**Run 1: wiring by layer**

(8 px per um) Only two layers are drawn.
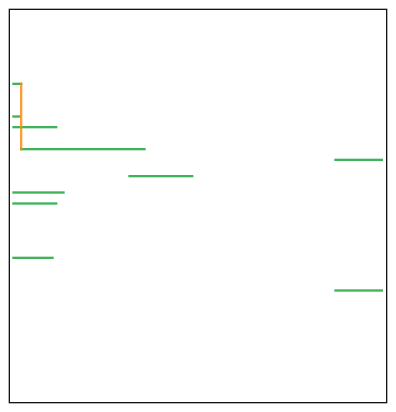
**Run 1: M1 wires**

(8 px per um) Supply wires on this layer in grey.
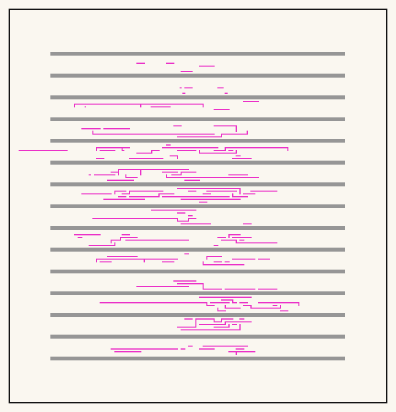
**Run 1: close-up of the layout**

Region (8, 19) to (38, 49) um. Cells in grey, sequential cells in the stronger grey; small squares are vias.
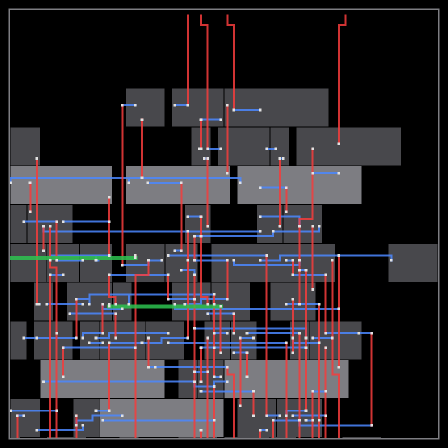
**config.mk**
```make
export PLATFORM = sky130hd
export DESIGN_NAME = updown_counter_mod_flat
export DESIGN_NICKNAME = d
export VERILOG_FILES = /design/src/rtl/updown_counter_mod_if.sv /design/src/rtl/updown_counter_mod.sv /design/src/flat_wrapper.sv
export SDC_FILE = /design/constraint.sdc
export NUM_CORES = 1
export LEC_CHECK = 0
export CORE_AREA = 5 5 42 44
export CTS_CLUSTER_DIAMETER = 200
export DETAILED_ROUTE_END_ITERATION = 6
export DIE_AREA = 0 0 47 49
export SYNTH_ARGS = -nofsm -noshare
export SYNTH_HDL_FRONTEND = slang
export SYNTH_SLANG_ARGS = --single-unit
```
**constraint.sdc**
```tcl
create_clock -name clk -period 1.65 [get_ports clk]
set_input_delay 0.4125 -clock clk [delete_from_list [all_inputs] [get_ports clk]]
set_output_delay 0.4125 -clock clk [all_outputs]
set_load 0.1 [all_outputs]
```
**src/rtl/updown_counter_mod_if.sv**
```systemverilog
// Control/status bundle for updown_counter_mod: count controls in, count state out.
// master drives the controls, slave is the counter itself.
interface updown_counter_mod_if #(
    parameter int unsigned WIDTH = 4
);
    logic             en;
    logic             up;
    logic             load;
    logic [WIDTH-1:0] load_val;
    logic [WIDTH-1:0] q;
    logic             tc;
    logic             zero;

    modport master (
        output en,
        output up,
        output load,
        output load_val,
        input  q,
        input  tc,
        input  zero
    );

    modport slave (
        input  en,
        input  up,
        input  load,
        input  load_val,
        output q,
        output tc,
        output zero
    );
endinterface

```
**src/rtl/updown_counter_mod.sv**
```systemverilog
// Synchronous up/down counter with modulus, wrap/saturate mode, enable prescaler,
// parallel load and a registered terminal-count pulse.
module updown_counter_mod #(
    parameter int unsigned WIDTH    = 4,
    parameter int unsigned MODULUS  = 16,
    parameter bit          SATURATE = 1'b0,
    parameter int unsigned PRESCALE = 1
) (
    input  logic                clk,
    input  logic                rst,
    updown_counter_mod_if.slave bus
);

    localparam int unsigned PW = (PRESCALE > 1) ? $clog2(PRESCALE) : 1;
    localparam logic [WIDTH-1:0] MaxVal  = WIDTH'(MODULUS - 1);
    localparam logic [PW-1:0]    PreLast = PW'(PRESCALE - 1);

    if ((MODULUS < 2) || (longint'(MODULUS) > (longint'(1) << WIDTH))) begin : gen_bad_modulus
        $fatal(1, "updown_counter_mod: MODULUS out of range 2..2**WIDTH");
    end
    if (PRESCALE < 1) begin : gen_bad_prescale
        $fatal(1, "updown_counter_mod: PRESCALE must be >= 1");
    end

    logic [WIDTH-1:0] q_q, q_d;
    logic [PW-1:0]    pre_q, pre_d;
    logic             tc_q, tc_d;
    logic             step;

    assign step = bus.en && (pre_q == PreLast);

    always_comb begin
        q_d   = q_q;
        pre_d = pre_q;
        tc_d  = 1'b0;
        if (bus.load) begin
            q_d   = (bus.load_val > MaxVal) ? MaxVal : bus.load_val;
            pre_d = '0;
        end else if (bus.en) begin
            pre_d = step ? '0 : pre_q + 1'b1;
            if (step) begin
                if (bus.up) begin
                    if (q_q < MaxVal) begin
                        q_d = q_q + 1'b1;
                    end else begin
                        // At the top limit: wrap to zero or hold, flagging either way.
                        q_d  = SATURATE ? q_q : '0;
                        tc_d = 1'b1;
                    end
                end else begin
                    if (q_q != '0) begin
                        q_d = q_q - 1'b1;
                    end else begin
                        q_d  = SATURATE ? q_q : MaxVal;
                        tc_d = 1'b1;
                    end
                end
            end
        end
    end

    always_ff @(posedge clk) begin
        if (rst) begin
            q_q   <= '0;
            pre_q <= '0;
            tc_q  <= 1'b0;
        end else begin
            q_q   <= q_d;
            pre_q <= pre_d;
            tc_q  <= tc_d;
        end
    end

    assign bus.q    = q_q;
    assign bus.tc   = tc_q;
    assign bus.zero = (q_q == '0);

endmodule

```
**src/flat_wrapper.sv**
```systemverilog
// flat-port wrapper written by rule: the top's interface ports become plain ports
module updown_counter_mod_flat 
#(
    parameter int unsigned WIDTH    = 4,
    parameter int unsigned MODULUS  = 16,
    parameter bit          SATURATE = 1'b0,
    parameter int unsigned PRESCALE = 1
)
  (clk, rst, bus_en, bus_up, bus_load, bus_load_val, bus_q, bus_tc, bus_zero);
  updown_counter_mod_if #(.WIDTH(WIDTH)) bus_i ();
  input  logic clk;
  input  logic rst;
  input wire logic [$bits(bus_i.en)-1:0] bus_en;
  input wire logic [$bits(bus_i.up)-1:0] bus_up;
  input wire logic [$bits(bus_i.load)-1:0] bus_load;
  input wire logic [$bits(bus_i.load_val)-1:0] bus_load_val;
  output wire logic [$bits(bus_i.q)-1:0] bus_q;
  output wire logic [$bits(bus_i.tc)-1:0] bus_tc;
  output wire logic [$bits(bus_i.zero)-1:0] bus_zero;
  assign bus_i.en = bus_en;
  assign bus_i.up = bus_up;
  assign bus_i.load = bus_load;
  assign bus_i.load_val = bus_load_val;
  assign bus_q = bus_i.q;
  assign bus_tc = bus_i.tc;
  assign bus_zero = bus_i.zero;
  updown_counter_mod #(.WIDTH(WIDTH), .MODULUS(MODULUS), .SATURATE(SATURATE), .PRESCALE(PRESCALE)) u_core (.clk(clk), .rst(rst), .bus(bus_i));
endmodule
```
==> results.txt, run 1 <==
Physical implementation status

Among the non-sequential cells, simple AND/OR/NAND/NOR gates take the most area. CTS built an H-tree with a depth of 1. The maximum VDD drop stands at 0.309 mV. The post-synth tally of flip-flops with integrated enable stands at 0.

In this build the clock could be raised as far as 0.624 GHz. The reported net switching power stands at 230 uW. The worst clock skew on the final layout stands at 0.00723 ns. Clock latency on the worst-skew pair, taken at its later pin, is 0.25 ns. The top-level port count stands at 15. The fraction of post-synthesis cell area in the top cell type by area stands at 0.275. The vertical extent of the die stands at 49 um. The fraction of area in registers stands at 0.183.

The smallest setup slack after layout stands at 0.0476 ns. The final cell area excluding filler cells stands at 739 um2. The setup fix buffers added after clock tree synthesis stands at 2.

The OpenROAD warning count stands at 29. The share of power burned in registers stands at 0.297. The startpoint identified for the worst register-to-register timing path is u_core.bus.q[0]. The horizontal die dimension stands at 47 um. The run finished with clean final reports. On met2, the global router reports a usage of 0.163. 36 cells are multi-input combinational gates. Looking at the critical path, the single cell with the biggest stage delay is dfxtp_4.

The most frequently used library cell after synthesis is dfxtp_1. Data on the critical path arrives at its endpoint at 1.19 ns. For flop-to-flop paths, the worst setup slack is 0.13 ns. The number of buffers added by the clock tree synthesis step stands at 3. The script computed the net switching share of total power as 0.384.

In the finished design, the share of the clock period the worst path needs comes to 0.971. The worst register-to-register path has a depth of 6. The script logs the ratio of routed vias to standard cells as 4.97. The CTS log lists the clock sinks for this run as 6. The share of the yosys chip area belonging to registers stands at 0.275. In this run the critical register-to-register path is captured at u_core.bus.q[0]. The global routing report lists met3 layer usage as 0.0221. In the final report, the number of pins over their slew limit comes to 0. The area taken by multi-input logic gates stands at 294 um2. Per STA, the worst path accumulates the most delay in the family flip-flops. The number of distinct library cells after synthesis stands at 29.

For reference, the critical path is captured by bus_zero. The number of antenna diodes in the final layout is 0. The routed length on met2 stands at 545 um. The detailed router put a total of 418 um of wire on met1.

Per the final layout report, the fraction of cells sized above drive strength 1 comes to 0.343. Looking at the global route congestion table, the highest-usage layer is met2. The final layout report lists a non-clock buffer count of 19.
Back to the opening pictures, 'wiring by layer':
Key: orange = M4 [wire length 8.20 um]; green = M3 [wire length 58.0 um]
routed vias: 427
All-Layer GR Usage: 0.107

Back to the opening pictures, 'M1 wires':
The wires run mostly horizontal. The layer carries 419 um of wire. The layer holds 41% of the routed length. 64 nets have wire on it.
met1 usage: 0.129
total detailed-routing wirelength: 1030 um

Back to the opening pictures, 'close-up of the layout':
Key: red = M2; blue = M1; green = M3
44 logic cells have their middle in the window. Sequential cells in the window: 6. Netlist names of flops here include u_core.bus.q (4). Most frequent: clkdlybuf4s50_1 (4), dfxtp_4 (4).

## Run 2: what changed since run 1
--- a/config.mk
+++ b/config.mk
@@ -5,10 +5,10 @@
 export SDC_FILE = /design/constraint.sdc
 export NUM_CORES = 1
 export LEC_CHECK = 0
-export CORE_AREA = 5 5 42 44
+export CORE_AREA = 2 2 39 41
 export CTS_CLUSTER_DIAMETER = 200
 export DETAILED_ROUTE_END_ITERATION = 6
-export DIE_AREA = 0 0 47 49
+export DIE_AREA = 0 0 41 43
 export SYNTH_ARGS = -nofsm -noshare
 export SYNTH_HDL_FRONTEND = slang
 export SYNTH_SLANG_ARGS = --single-unit
**Run 2: wiring by layer**

(8 px per um) Only two layers are drawn.
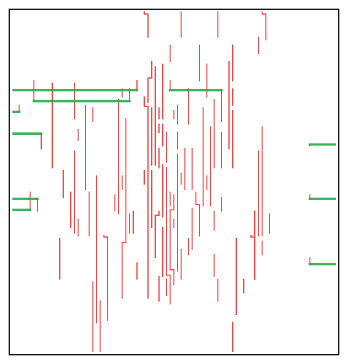
post-detailed-route wirelength per cell: 11.0 um
routed vias: 448

**Run 2: M1 wires**

(8 px per um) Supply wires on this layer in grey.
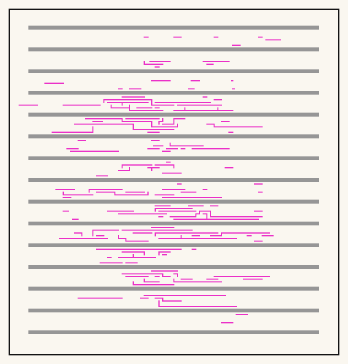
The longest straight run is 10.6 um. 68 nets have wire on it. The layer carries 417 um of wire. The wires run mostly horizontal.
total detailed-routing wirelength: 975 um
met1 usage: 0.172

==> run 2 against run 1 <==
Hold slack improved by 0.015 ns. Sequential power about the same. Global-route usage grew 2.4 points. Die size fell by 23%. Area after synthesis stayed put. Worst setup slack worse by 0.0065 ns. Clock skew decreased by 0.0047 ns. Critical endpoint unchanged.
==> results.txt, run 2 <==
Physical implementation status

The clock-cell share of area stands at 0.0295. The upper clock frequency limit was 0.622 GHz (-0.40%). Per the timing report, the most critical flop-to-flop path finishes at u_core.bus.q[0]. The share of the yosys chip area belonging to registers came to 0.275 (unchanged). The share of the clock period used by the worst path came to 0.975 (+0.00393). The number of max-slew violations in the final report came to 0 (unchanged).

The sequential cell count stands at 6. The detailed-route wire length on metal 1 came to 416 um (-0.48%). For reference, the critical path is captured by bus_zero. The number of distinct library cells after synthesis is 29 (unchanged). The run finished with clean final reports. The number of buffers added by the clock tree synthesis step is 3 (unchanged). The most common cell in the synthesized netlist is dfxtp_1. Per the detailed placement report, the placed cell area equals 688 um2. Yosys shows that the main logic family after synthesis is simple AND/OR/NAND/NOR gates. The multi-input gate count is 36 (unchanged). The number of diodes added for antenna fixing stands at 0 (unchanged).

The depth of the worst register-to-register path was 6 (unchanged). Per the STA report, the cell with the highest stage delay on the worst path is dfxtp_4. The H-tree depth reported by CTS stands at 1 (unchanged). The OpenROAD warning count came to 29 (unchanged). The vertical extent of the die stands at 43 um (-12%). Looking at the global route congestion table, the highest-usage layer is met2.

STA classifies the critical path startpoint as a flip-flop. The area taken by multi-input logic gates stands at 294 um2 (unchanged). The global routing met2 resource utilization is 0.194 (+0.0309).

The post-layout total power stands at ~600 uW. The clock latency of the later-clocked register in the worst-skew pair came to 0.24 ns (about the same). The worst setup path is of the flip-flop to primary output kind. The worst clock skew on the final layout stands at 0.00255 ns (-0.00468 ns). The horizontal die dimension is 41 um (-13%). The data arrival time at the worst-slack endpoint is 1.20 ns (about the same). STA lists the startpoint of the worst register-to-register path as u_core.bus.q[1]. The share of power burned in registers stands at 0.299 (+0.002). The count of non-CTS buffers in the layout stands at 23 (+4).

The post-synth tally of flip-flops with integrated enable was 0 (unchanged). The setup fix buffers added after clock tree synthesis stands at 1 (-1). The clock network consumes a total of 133 uW. The combined global-route utilization of all metal layers stands at 0.131 (+0.0239). The fraction of area in registers was 0.177 (-0.00569).

The reported net switching power stands at 229 uW (-0.39%). The fraction of layout cells with a size suffix above 1 is 0.384 (+0.0407). The sink count of the clock tree stands at 6 (unchanged). The fraction of post-synthesis cell area in the top cell type by area is 0.275 (unchanged).

The timing report attributes the biggest portion of critical-path delay to flip-flops. The total leakage power stands at ~0.32 nW. The ratio of routed vias to standard cells is 5.03 (+1.4%).
**Run 2: routing congestion map**

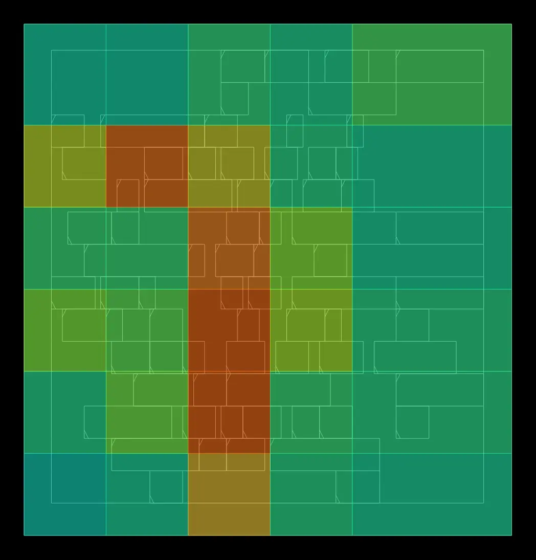
routing usage on met3: 0.0785
utilization after layout: 0.552

Power and IR drop assume default switching activity.
